Design fpga_robots_game_ps2_rx, sky130hd; sources not shown.
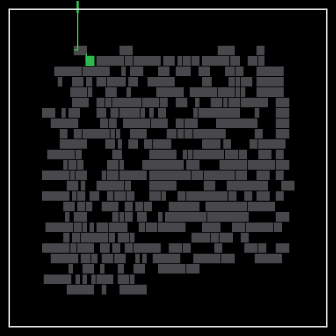
**Above:** port wiring.
Key: green = ps2_clk_in [bits 1, direction input, edge top, end cells 1, wire 13.1 µm]
number of primary I/O pins: 15
input/output buffers: 14

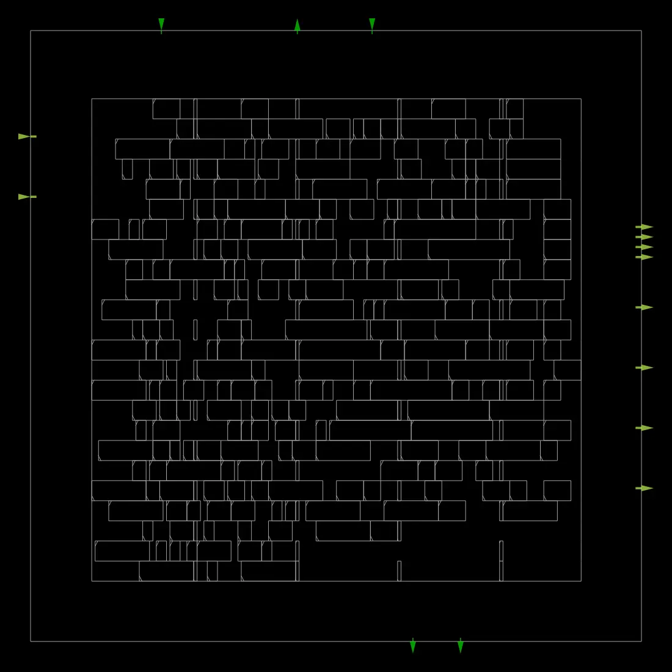
**Above:** cell placement.
Non-Filler Instances: 297
Core Footprint: 4320 µm²

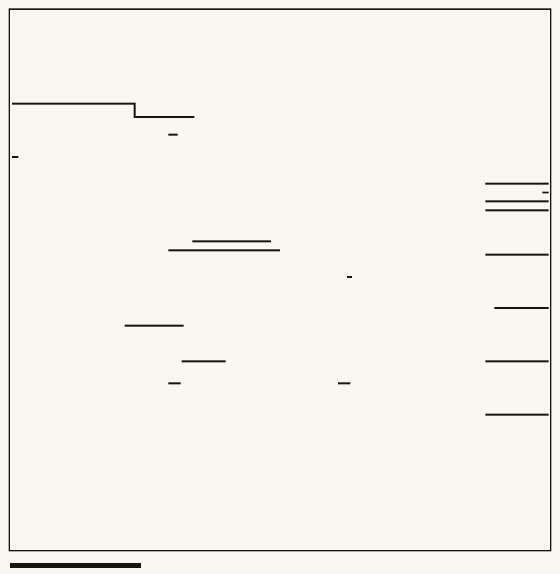
**Above:** metal 3.
Scale bar: 20 µm.
The layer carries 144 µm of wire. The wires run mostly horizontal.
global-route met3 utilization: 0.0292
Routed Wire Length: 3760 µm

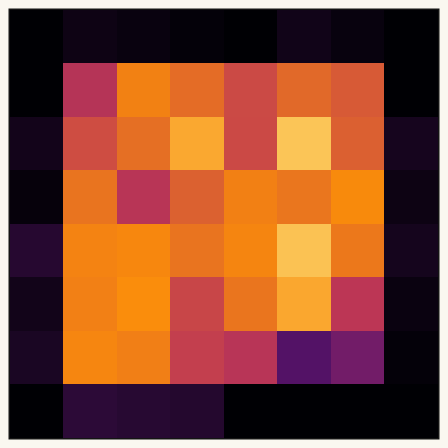
**Above:** local utilization.
The die is cut into 8 by 8 equal tiles; black is low, pale yellow is high, 0 to 100% covered.
20% of the tiles are nearly empty. The mean over all tiles is 38%. The fullest tile reaches 87%. The densest ninth of the die: center. The emptiest ninth of the die: lower right.
effective utilization at floorplan: 0.535
end-of-flow core utilization: 0.609

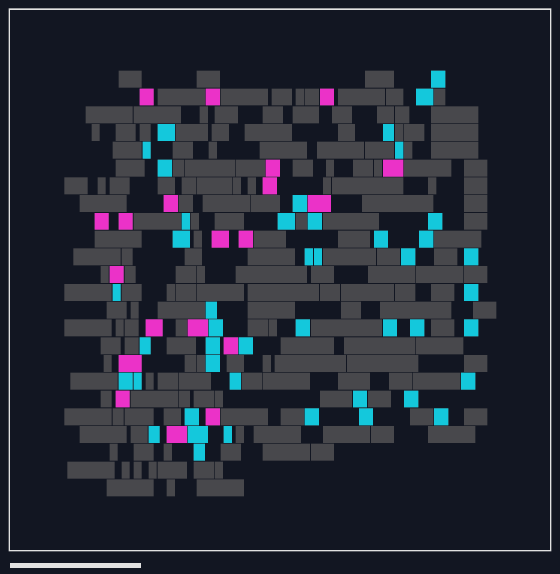
**Above:** logic cells by family.
Scale bar: 20 µm.
Key: cyan = NAND gates [cells 45, most used nand2b_1]; magenta = AND and OR gates [cells 20, most used and2_1]
most numerous logic cell after layout: sky130_fd_sc_hd__dfxtp_1
share of the final layout cell area in multi-input gates: 0.437

==> flow_summary.json <==
{
  "most_area_hungry_cell_type_in_the_yosys_netlist": "sky130_fd_sc_hd__dfxtp_1",
  "ctsLongestPathBuffers": 2,
  "fin_total_pwr_uw": 1650,
  "final_period_minus_worst_setup_slack_ps": 1900,
  "route.antenna.remaining_nets": 0,
  "run_status": "complete, no violations",
  "synthesis.area_um2": 2310,
  "p_switching_uw": 330,
  "register_area_um2": 1090,
  "ys_seq_share": 0.472,
  "grt.met2_usage": 0.197,
  "min_period_over_period": 0.952,
  "clock_buffers": 7,
  "root_buffer": "sky130_fd_sc_hd__clkbuf_8",
  "asyncSetResetFlopFracSynth": 0,
  "dr_wl_met3_um": 143,
  "dieWidth_um": 82.7,
  "count_of_library_flops_with_an_enable_pin": 9,
  "fa_ha_area_frac": 0.0541,
  "met2_wirelength_um": 1690,
  "buffers_inserted_during_post_cts_setup_optimization": 0,
  "cell_count_after_synthesis": 224,
  "setup_cp_type": "reg -> out",
  "synth-main-ff-cell": "sky130_fd_sc_hd__dfxtp_1",
  "crit_cells": 4,
  "hpwlAfterDp_um": 2670,
  "largest_register_ffs": 16,
  "use_met1": 0.147,
  "critPathRequiredTime_ps": 1600,
  "grt-busiest-layer": "met2",
  "crit_fanout": 6,
  "synth_cell_type_count": 44,
  "syn_area_per_cell_um2": 10.3,
  "critPathMostFrequentCell": "sky130_fd_sc_hd__inv_1",
  "clock_power_share": 0.358,
  "route.vias.total": 1575,
  "total_leakage_power_uw": 0.000929,
  "logic_area_um2": 1150,
  "clock.fmax_ghz": 0.525,
  "worstHoldPathType": "reg -> reg",
  "startpoint_type_of_the_worst_setup_path": "register",
  "tritoncts_num_sinks": 50,
  "sequential_cell_total": 50,
  "yosys-stat-area_um2": 2310,
  "power.density_nw_per_um2": 627,
  "placed_cell_area_um2": 2540,
  "setup_tns_ps": 0,
  "max_slew_margin": 0.698,
  "register_clock_pin_slew_on_the_reported_worst_setup_and_hold_paths_ps": 80,
  "first_pass_grt_wire_length_um": 6400,
  "cp.buffers_inverters": 3,
  "yosys_aoi_share": 0.0595,
  "signal_buffers": 20,
  "num-nonclk-inverters": 10
}
-- synth_stat cells (5+ instances only) --
library cell,number
sky130_fd_sc_hd__and2_1,6
sky130_fd_sc_hd__nand4_1,8
sky130_fd_sc_hd__a21oi_1,5
sky130_fd_sc_hd__xor2_1,7
sky130_fd_sc_hd__mux2i_1,9
sky130_fd_sc_hd__clkbuf_1,5
sky130_fd_sc_hd__dfxtp_1,41
sky130_fd_sc_hd__or2_2,5
sky130_fd_sc_hd__xnor2_1,11
sky130_fd_sc_hd__nand2b_1,18
sky130_fd_sc_hd__nor2_1,23
sky130_fd_sc_hd__inv_1,10
sky130_fd_sc_hd__edfxtp_1,9
sky130_fd_sc_hd__nand3_1,6
sky130_fd_sc_hd__ha_1,10
sky130_fd_sc_hd__nand2_1,8
